File: src/rtl/eq4_bist_if.sv
// eq4_bist_if: bundles the sweep control and comparator-facing signals of the
// eq4 BIST sequencer.
//   start      - begin a sweep (sampled in IDLE and DONE)
//   a_out/b_out- operand pair driven to the comparator under test
//   y_in       - comparator equality result
//   busy/done  - sweep in progress / sweep complete
//   pass       - no mismatches seen (valid while done=1)
//   err_count  - saturating mismatch count
//   fail_valid - a mismatch was captured; fail_a/fail_b hold its operands
// master: the sequencer. slave: the environment around it.
interface eq4_bist_if #(
    parameter int WIDTH = 4,
    parameter int ERRW  = 8
);
    logic             start;
    logic [WIDTH-1:0] a_out;
    logic [WIDTH-1:0] b_out;
    logic             y_in;
    logic             busy;
    logic             done;
    logic             pass;
    logic [ERRW-1:0]  err_count;
    logic             fail_valid;
    logic [WIDTH-1:0] fail_a;
    logic [WIDTH-1:0] fail_b;

    modport master (
        input  start, y_in,
        output a_out, b_out, busy, done, pass, err_count,
               fail_valid, fail_a, fail_b
    );

    modport slave (
        output start, y_in,
        input  a_out, b_out, busy, done, pass, err_count,
               fail_valid, fail_a, fail_b
    );
endinterface

File: src/rtl/eq4_bist.sv
// eq4_bist: built-in self-test sequencer for an equality comparator.
// On start it walks every (a, b) operand pair ({a,b} counting up, b in the
// LSBs), holds each pair SETTLE cycles, then samples y_in and checks it
// against a==b. Reports pass, a saturating mismatch count and the first
// failing pair.
// Ports:
//   clk   - rising-edge clock
//   rst_n - asynchronous active-low reset; clears state and all outputs
//   bus   - eq4_bist_if master modport (start, y_in in; operands/status out)
module eq4_bist #(
    parameter int WIDTH  = 4,
    parameter int SETTLE = 2,
    parameter int ERRW   = 8
) (
    input  logic        clk,
    input  logic        rst_n,
    eq4_bist_if.master  bus
);
    localparam int PW = 2 * WIDTH;
    localparam int CW = (SETTLE > 1) ? $clog2(SETTLE) : 1;

    typedef enum logic [1:0] {
        S_IDLE,
        S_RUN,
        S_DONE
    } state_t;

    state_t           r_state;
    logic [WIDTH-1:0] r_a;
    logic [WIDTH-1:0] r_b;
    logic [CW-1:0]    r_cnt;
    logic [ERRW-1:0]  r_err;
    logic             r_busy;
    logic             r_done;
    logic             r_pass;
    logic             r_fail_valid;
    logic [WIDTH-1:0] r_fail_a;
    logic [WIDTH-1:0] r_fail_b;

    logic             w_mis;
    logic             w_last;
    logic [PW-1:0]    w_pair_next;

    // A mismatch is the comparator disagreeing with the locally computed a==b.
    assign w_mis       = bus.y_in != (r_a == r_b);
    assign w_last      = ({r_a, r_b} == {PW{1'b1}});
    assign w_pair_next = {r_a, r_b} + PW'(1);

    always_ff @(posedge clk or negedge rst_n) begin
        if (!rst_n) begin
            r_state      <= S_IDLE;
            r_a          <= '0;
            r_b          <= '0;
            r_cnt        <= '0;
            r_err        <= '0;
            r_busy       <= 1'b0;
            r_done       <= 1'b0;
            r_pass       <= 1'b0;
            r_fail_valid <= 1'b0;
            r_fail_a     <= '0;
            r_fail_b     <= '0;
        end else begin
            case (r_state)
                S_IDLE, S_DONE: begin
                    if (bus.start) begin
                        r_state      <= S_RUN;
                        r_a          <= '0;
                        r_b          <= '0;
                        r_cnt        <= CW'(SETTLE - 1);
                        r_err        <= '0;
                        r_fail_valid <= 1'b0;
                        r_fail_a     <= '0;
                        r_fail_b     <= '0;
                        r_busy       <= 1'b1;
                        r_done       <= 1'b0;
                        r_pass       <= 1'b0;
                    end
                end

                S_RUN: begin
                    if (r_cnt != '0) begin
                        r_cnt <= r_cnt - CW'(1);
                    end else begin
                        // Sample edge: count, capture first failure, advance.
                        if (w_mis) begin
                            if (r_err != {ERRW{1'b1}}) begin
                                r_err <= r_err + ERRW'(1);
                            end
                            if (!r_fail_valid) begin
                                r_fail_valid <= 1'b1;
                                r_fail_a     <= r_a;
                                r_fail_b     <= r_b;
                            end
                        end
                        if (w_last) begin
                            // Final sample is folded into pass here so pass is
                            // already correct when done rises.
                            r_state <= S_DONE;
                            r_busy  <= 1'b0;
                            r_done  <= 1'b1;
                            r_pass  <= (r_err == '0) && !w_mis;
                        end else begin
                            {r_a, r_b} <= w_pair_next;
                            r_cnt      <= CW'(SETTLE - 1);
                        end
                    end
                end

                default: begin
                    r_state <= S_IDLE;
                end
            endcase
        end
    end

    assign bus.a_out      = r_a;
    assign bus.b_out      = r_b;
    assign bus.busy       = r_busy;
    assign bus.done       = r_done;
    assign bus.pass       = r_pass;
    assign bus.err_count  = r_err;
    assign bus.fail_valid = r_fail_valid;
    assign bus.fail_a     = r_fail_a;
    assign bus.fail_b     = r_fail_b;
endmodule
File: src/flat_wrapper.sv
// flat-port wrapper written by rule: the top's interface ports become plain ports
module eq4_bist_flat 
#(
    parameter int WIDTH  = 4,
    parameter int SETTLE = 2,
    parameter int ERRW   = 8
)
  (clk, rst_n, bus_start, bus_y_in, bus_a_out, bus_b_out, bus_busy, bus_done, bus_pass, bus_err_count, bus_fail_valid, bus_fail_a, bus_fail_b);
  eq4_bist_if #(.WIDTH(WIDTH), .ERRW(ERRW)) bus_i ();
  input  logic clk;
  input  logic rst_n;
  input wire logic [$bits(bus_i.start)-1:0] bus_start;
  input wire logic [$bits(bus_i.y_in)-1:0] bus_y_in;
  output wire logic [$bits(bus_i.a_out)-1:0] bus_a_out;
  output wire logic [$bits(bus_i.b_out)-1:0] bus_b_out;
  output wire logic [$bits(bus_i.busy)-1:0] bus_busy;
  output wire logic [$bits(bus_i.done)-1:0] bus_done;
  output wire logic [$bits(bus_i.pass)-1:0] bus_pass;
  output wire logic [$bits(bus_i.err_count)-1:0] bus_err_count;
  output wire logic [$bits(bus_i.fail_valid)-1:0] bus_fail_valid;
  output wire logic [$bits(bus_i.fail_a)-1:0] bus_fail_a;
  output wire logic [$bits(bus_i.fail_b)-1:0] bus_fail_b;
  assign bus_i.start = bus_start;
  assign bus_i.y_in = bus_y_in;
  assign bus_a_out = bus_i.a_out;
  assign bus_b_out = bus_i.b_out;
  assign bus_busy = bus_i.busy;
  assign bus_done = bus_i.done;
  assign bus_pass = bus_i.pass;
  assign bus_err_count = bus_i.err_count;
  assign bus_fail_valid = bus_i.fail_valid;
  assign bus_fail_a = bus_i.fail_a;
  assign bus_fail_b = bus_i.fail_b;
  eq4_bist #(.WIDTH(WIDTH), .SETTLE(SETTLE), .ERRW(ERRW)) u_core (.clk(clk), .rst_n(rst_n), .bus(bus_i));
endmodule
File: config.mk
export PLATFORM = sky130hd
export DESIGN_NAME = eq4_bist_flat
export DESIGN_NICKNAME = d
export VERILOG_FILES = /design/src/rtl/eq4_bist_if.sv /design/src/rtl/eq4_bist.sv /design/src/flat_wrapper.sv
export SDC_FILE = /design/constraint.sdc
export NUM_CORES = 1
export LEC_CHECK = 0
export ABC_AREA = 1
export CORE_UTILIZATION = 35
export CTS_BUF_LIST = sky130_fd_sc_hd__clkbuf_2
export DETAILED_ROUTE_END_ITERATION = 7
export SYNTH_ARGS = -nofsm -noshare
export SYNTH_HDL_FRONTEND = slang
export SYNTH_SLANG_ARGS = --single-unit
export TNS_END_PERCENT = 1
File: constraint.sdc
create_clock -name clk -period 2.38 [get_ports clk]
set_clock_uncertainty 0.1 [all_clocks]
set_input_delay 0.476 -clock clk [delete_from_list [all_inputs] [get_ports clk]]
set_output_delay 0.476 -clock clk [all_outputs]
set_load 0.05 [all_outputs]
==> git commit body, run 1 <==
Add synthesis and place-and-route results

* Global-route congestion overflow total: 0
- Fraction of area in clock buffers and inverters: 0.0268
- TritonCTS built the clock tree.
* Worst-case hold slack: 377 ps
- Placed wire-length estimate after detailed placement: 2910 µm
- Final period util: 0.966
- The run finished with clean final reports.
* Share of the synthesized netlist area taken by xor and xnor gates: 0.0145
* Crit-path max cell delay: 850 ps
- The tree is rooted in a sky130_fd_sc_hd__clkbuf_2.
* Violation count after the first detailed-route iteration: 94
* First-pass DRT Iterations: 4
- Yosys shows that the main logic family after synthesis is simple AND/OR/NAND/NOR gates.
* Summed instance area of the synthesized netlist: 1820 µm²
- The layout has 6 clock buffers.
- The commonest register cell is sky130_fd_sc_hd__dfrtp_1.
* Die extent in x: 74.0 µm
- Measured on the final layout, buffering overhead outside the clock network stands at 0.148.
- Final hold violation count: 0
- Vias in the first global route: 1510
* Cell types with the highest counts after synthesis: 76 x sky130_fd_sc_hd__nand2_1, 31 x sky130_fd_sc_hd__dfrtp_1, 19 x sky130_fd_sc_hd__inv_1, 19 x sky130_fd_sc_hd__nand3_1, 16 x sky130_fd_sc_hd__nor2_1
* Largest cells by area after synthesis: sky130_fd_sc_hd__dfrtp_1 43%, sky130_fd_sc_hd__nand2_1 16%, sky130_fd_sc_hd__nand3_1 5.2%, sky130_fd_sc_hd__inv_1 3.9%, sky130_fd_sc_hd__nand4_1 3.4%
- Arrival time of the worst setup path: 1720 ps
* Sequential area share after synthesis: 0.427
- Type of element capturing the critical path: output pin
- The initial antenna violation count came to 0.
- Entering global routing, the biggest net connects 32 pins.
* Number of nets produced by synthesis: 241
* Combined buffer and inverter count along the critical path: 1
* Chip Footprint: 5480 µm²
* Yosys Instances: 234
- Number of top-level pins: 32
* Synthesized-area fraction occupied by and/or/nand/nor cells: 0.385
* Critical setup path kind: reg2out
- Slowest cell on the critical path: sky130_fd_sc_hd__clkdlybuf4s50_1
- For this design the static power due to leakage is 1.10 nW.
- The script parses the final routing iteration and logs DRC violations as 0.
- The post-synth count of flops with an enable pin is 0.
- Compound-cell area share of the yosys netlist: 0.0696
* Fraction of synthesized area in multiplexers: 0
- The type recorded for the worst min-delay path is in2async.
- In this run, placement finished with an instance count of 329.
- Logic area: 888 µm²
* Filler Cell Count: 504
* Late-Pin Clk Latency: 370 ps
- CTS reports a maximum clock tree buffer depth of 2.
- All stages included, the depth of the critical timing path comes to 1.
- Derived from the worst setup path, the maximum achievable clock frequency is 435 MHz.
-- run 1: worst paths after layout --
kind,start,to,slack [ps]
setup / recovery,u_core.bus.b_out[0],bus_b_out[0],80
hold / removal,rst_n,u_core.bus.a_out[3],380
hold reg to reg,u_core.bus.busy,u_core.bus.busy,390
setup reg to reg,u_core.bus.b_out[0],u_core.bus.b_out[2],400
max in group asynchronous,rst_n,u_core.bus.fail_a[2],1510
min in group clk,u_core.bus.busy,u_core.bus.busy,390
-- run 1: layer usage --
layer	global-route usage	vias to the layer above	routed length [µm]	share of wire
met1	0.210	733	1940	0.48
met5	0	-	0	0
met2	0.269	32	1880	0.47
met3	0.0285	7	142	0.035
li1	-	823	-	-
met4	0.0705	0	59	0.015
-- run 1: report_power, final --
part | switching, mW | leakage (nW) | internal (mW)
logic | 0.885 | 0.657 | 0.422
clock network | 0.181 | 0.0391 | 0.177
registers | 0.157 | 0.402 | 0.647
-- run 1: worst register-to-register path, delay by kind of cell, from the launching register on --
| kind | cells | cell delay, ps |
|---|---|---|
| and+or+nand+nor | 7 | 870 |
| DFF | 1 | 500 |
| adders and majority gates | 1 | 230 |
| buffers and inverters | 1 | 90 |
| AOI/OAI and AO/OA | 1 | 80 |
-- run 1: registers in the layout (all words and copies together), names as in the netlist --
| register | flops |
|---|---|
| u_core.bus.err_count | 8 |
| u_core.bus.a_out | 4 |
| u_core.bus.b_out | 4 |
| u_core.bus.fail_a | 4 |
| u_core.bus.fail_b | 4 |
| u_core.r_state | 2 |
| u_core.bus.busy | 1 |
| u_core.bus.done | 1 |
| u_core.bus.fail_valid | 1 |
| u_core.bus.pass | 1 |
| u_core.r_cnt | 1 |
-- run 1: what timing repair did --
item,CTS,global route
endpoints found under the setup margin,1,0
setup buffers,0,0
hold buffers,0,0
hold endpoints to repair,0,0
gates resized,1,0
### Cells by drive strength, run 1

Scale: 4 px per µm.
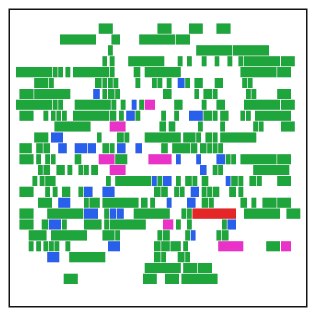
Key: drive 3 to 4 = magenta [cells 8]; drive 2 = blue [cells 32]; drive 6 and up = red [cells 1]; drive 1 or less = green [cells 228]
layout buffer count excluding clock buffers: 34
PnR worst setup slack: 81.0 ps
final instance area: 2240 µm²
layout-stage area growth over the synthesis result: 23.2%

### PDN straps and rails, run 1

Scale: 6 px per µm. Pins as bars on the die edge.
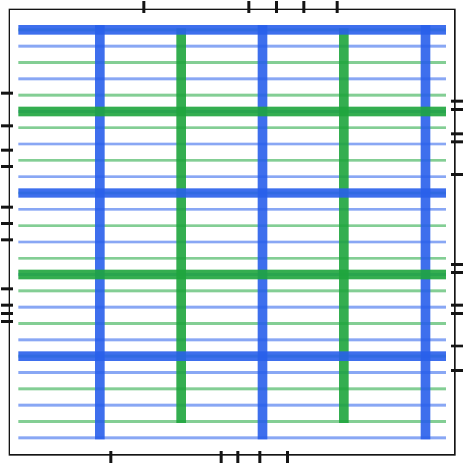
Key: VDD = green; VSS = blue
5 straps on met5. 5 straps on met4. 26 met1 rails follow the rows. The core has 25 rows. 32 signal pins sit on the boundary.
maximum vdd ir drop: 0.710 mV
die height: 74.0 µm

### Wiring heat map, run 1

Scale: 4 px per µm. 15 x 15 tiles, from dark purple (low) to yellow (high), scaled to the fullest tile. Values are wire area over tile area, all layers added.
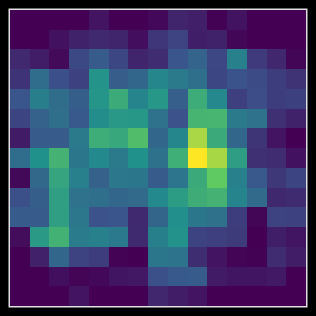
14% of the tiles are over half the peak. The fullest tile reaches 0.46. The emptiest ninth of the die: bottom right. The densest ninth of the die: middle.
DRT Wirelength: 4030 µm
DR WL/cell: 12.0 µm
global-route total usage across every layer: 0.163
detailed-route via count: 1595

### Cell outlines without signal wires, run 1

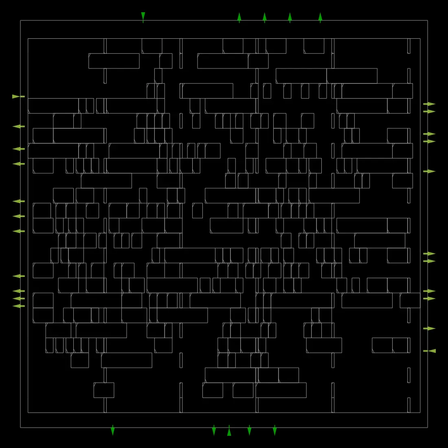
total number of sequential cells: 31
floorplan row count: 25
share of cell area taken by flip-flops and latches: 0.347
Finished Core Util: 0.461

==> run 2: changes to the inputs <==
--- a/config.mk
+++ b/config.mk
@@ -6,6 +6,8 @@
 export NUM_CORES = 1
 export LEC_CHECK = 0
 export ABC_AREA = 1
+export ABC_CLOCK_PERIOD_IN_PS = 2380
+export CORE_MARGIN = 2
 export CORE_UTILIZATION = 35
 export CTS_BUF_LIST = sky130_fd_sc_hd__clkbuf_2
 export DETAILED_ROUTE_END_ITERATION = 7
==> run 2 against run 1 <==
Effect of this change:
- register-to-register slack improved by 30 ps
- worst hold slack lost 11 ps
- setup slack worse by 3.9 ps
- combinational power hardly changed
- maximum frequency shrank 0.17%
- area after synthesis stayed put
- clock power about the same
- non-clock buffer count is the same
- sequential cell count stayed put
- final cell count is 1.2% higher
- utilization fell by 1.6 points
- power decreased by 0.72%
- highest routed layer unchanged
==> git commit body, run 2 <==
Add synthesis and place-and-route results

* Number of nets produced by synthesis: 241
* Status: finished, final reports clean
* Count of placed standard cells including taps: 332
- The biggest slice of the total power is consumed by combinational cells.
- Clock tree from TritonCTS: done
- Power attributed to the clock group: 360 µW
- DRT Wirelength: 3870 µm
- The global routing report lists combined usage of all routing layers as 0.146.
- Post-route period utilization is reported as 0.968.
- Combinational power for this build is 1.29 mW.
- In the final layout, the fill cell count is 527.
* DRC: 0
- Relative contribution of combinational cells to total power: 0.528
- Logic area: 888 µm²
- Chip Footprint: 5780 µm²
* Final hold violation count: 0
* Critical setup path kind: reg2out
- STA classifies the critical path endpoint as an output pin.
* Power Internal: 1.24 mW
- Fraction of power consumed by sequential logic: 0.325
- Root buffer cell: sky130_fd_sc_hd__clkbuf_2
- The share of the Yosys chip area taken by registers is 0.427.
* Arrival time of the worst setup path: 1730 ps
- Hold Crit Class: in2async
- 32 I/O pins were placed.
- The initial antenna violation count was 0.
- Largest cells by area after synthesis: sky130_fd_sc_hd__dfrtp_1 43%, sky130_fd_sc_hd__nand2_1 16%, sky130_fd_sc_hd__nand3_1 5.2%, sky130_fd_sc_hd__inv_1 3.9%, sky130_fd_sc_hd__nand4_1 3.4%
* Die height: 76.0 µm
- The via count of the first global-routing pass is 1462.
* Yosys Instances: 234
- Placed wire-length estimate after detailed placement: 2780 µm
* Summed instance area of the synthesized netlist: 1820 µm²
* Highest attainable clock frequency: 434 MHz
- The routed design shows a wire length per standard cell of 11.4 µm.
- The detailed router placed 1535 vias in this run.
- Recorded from the global router log, the overflow total was 0.
- The switching portion of total power comes to 0.494.
- LEAKAGE: 1.12 nW
* Number of flops mapped to enable cells by yosys: 0
- Worst-case hold slack: 366 ps
* Power share of the clock group: 0.147
* Combined buffer and inverter count along the critical path: 1
- At the worst endpoint, the required time is 1800 ps.
- First-pass DRT Iterations: 4
- Die extent in x: 76.0 µm
* Maximum vdd ir drop: 0.575 mV
* Cell types with the highest counts after synthesis: 76 x sky130_fd_sc_hd__nand2_1, 31 x sky130_fd_sc_hd__dfrtp_1, 19 x sky130_fd_sc_hd__inv_1, 19 x sky130_fd_sc_hd__nand3_1, 16 x sky130_fd_sc_hd__nor2_1
-- run 2: final timing paths --
path / startpoint / to / slack [ps] / cells past startpoint
min in group clk: u_core.bus.fail_a[1] / u_core.bus.fail_a[1] / 390 / 2
worst max-delay path: u_core.bus.a_out[1] / bus_a_out[1] / 80 / 1
max in group asynchronous: rst_n / u_core.bus.err_count[7] / 1520 / 2
worst min register to register: u_core.bus.fail_a[1] / u_core.bus.fail_a[1] / 390 / 2
worst max register to register: u_core.bus.b_out[0] / u_core.bus.b_out[2] / 430 / 10
worst min-delay path: rst_n / u_core.bus.fail_b[3] / 370 / 2
-- run 2: what timing repair did --
| action | CTS | global route |
|---|---|---|
| setup buffers | 0 | 0 |
| setup endpoints to repair | 1 | 1 |
| hold buffers | 0 | 0 |
| resized | 1 | 1 |
-- run 2: kinds of logic after synthesis --
kind of cell / synth area share
XOR/XNOR: 0.0145
AND/OR/NAND/NOR: 0.385
flip-flops: 0.427
adder cells (fa/ha/maj): 0.0207
AND-OR/OR-AND: 0.0696
buffers and inverters: 0.0834
-- run 2: worst reg2reg max path, delay by kind of cell, from the launching register on --
family	cells	cell delay, ps
fa+ha+maj	1	220
compound gates	1	60
simple gates	7	920
buf+inv	1	80
flops	1	490
-- run 2: cell type report --
cell class / instances / area share
clock inverters: 3 / 0.0173
multi-input cells: 171 / 0.395
clock buffers: 5 / 0.0111
well taps: 70 / 0.0390
flip-flops and latches: 31 / 0.345
repair buffers: 34 / 0.149
inverters: 26 / 0.0434
-- run 2: metal layers --
layer	vias up	part of all wire	track usage
met5	-	0	0
met3	7	0.040	0.0355
li1	819	-	-
met4	0	0.018	0.0600
met1	679	0.49	0.203
met2	30	0.45	0.221
### Cell outlines without signal wires, run 2

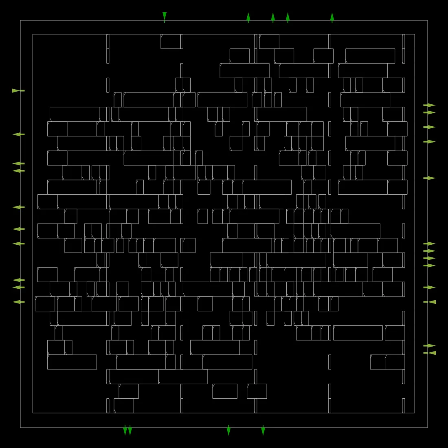
floorplan row count: 26
share of cell area taken by flip-flops and latches: 0.345
inserted tap cell count: 70
Finished Core Util: 0.446

### Cells by drive strength, run 2

Scale: 4 px per µm.
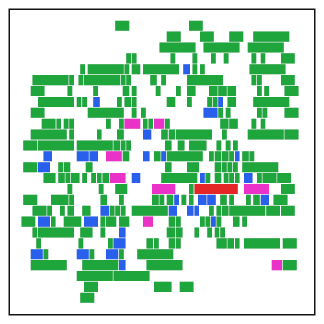
Key: drive 6 and up = red [cells 1]; drive 3 to 4 = magenta [cells 8]; drive 2 = blue [cells 32]; drive 1 or less = green [cells 229]
layout-stage area growth over the synthesis result: 23.8%
final instance area: 2250 µm²

No activity file was given, so power comes from the tool's default toggle rates.
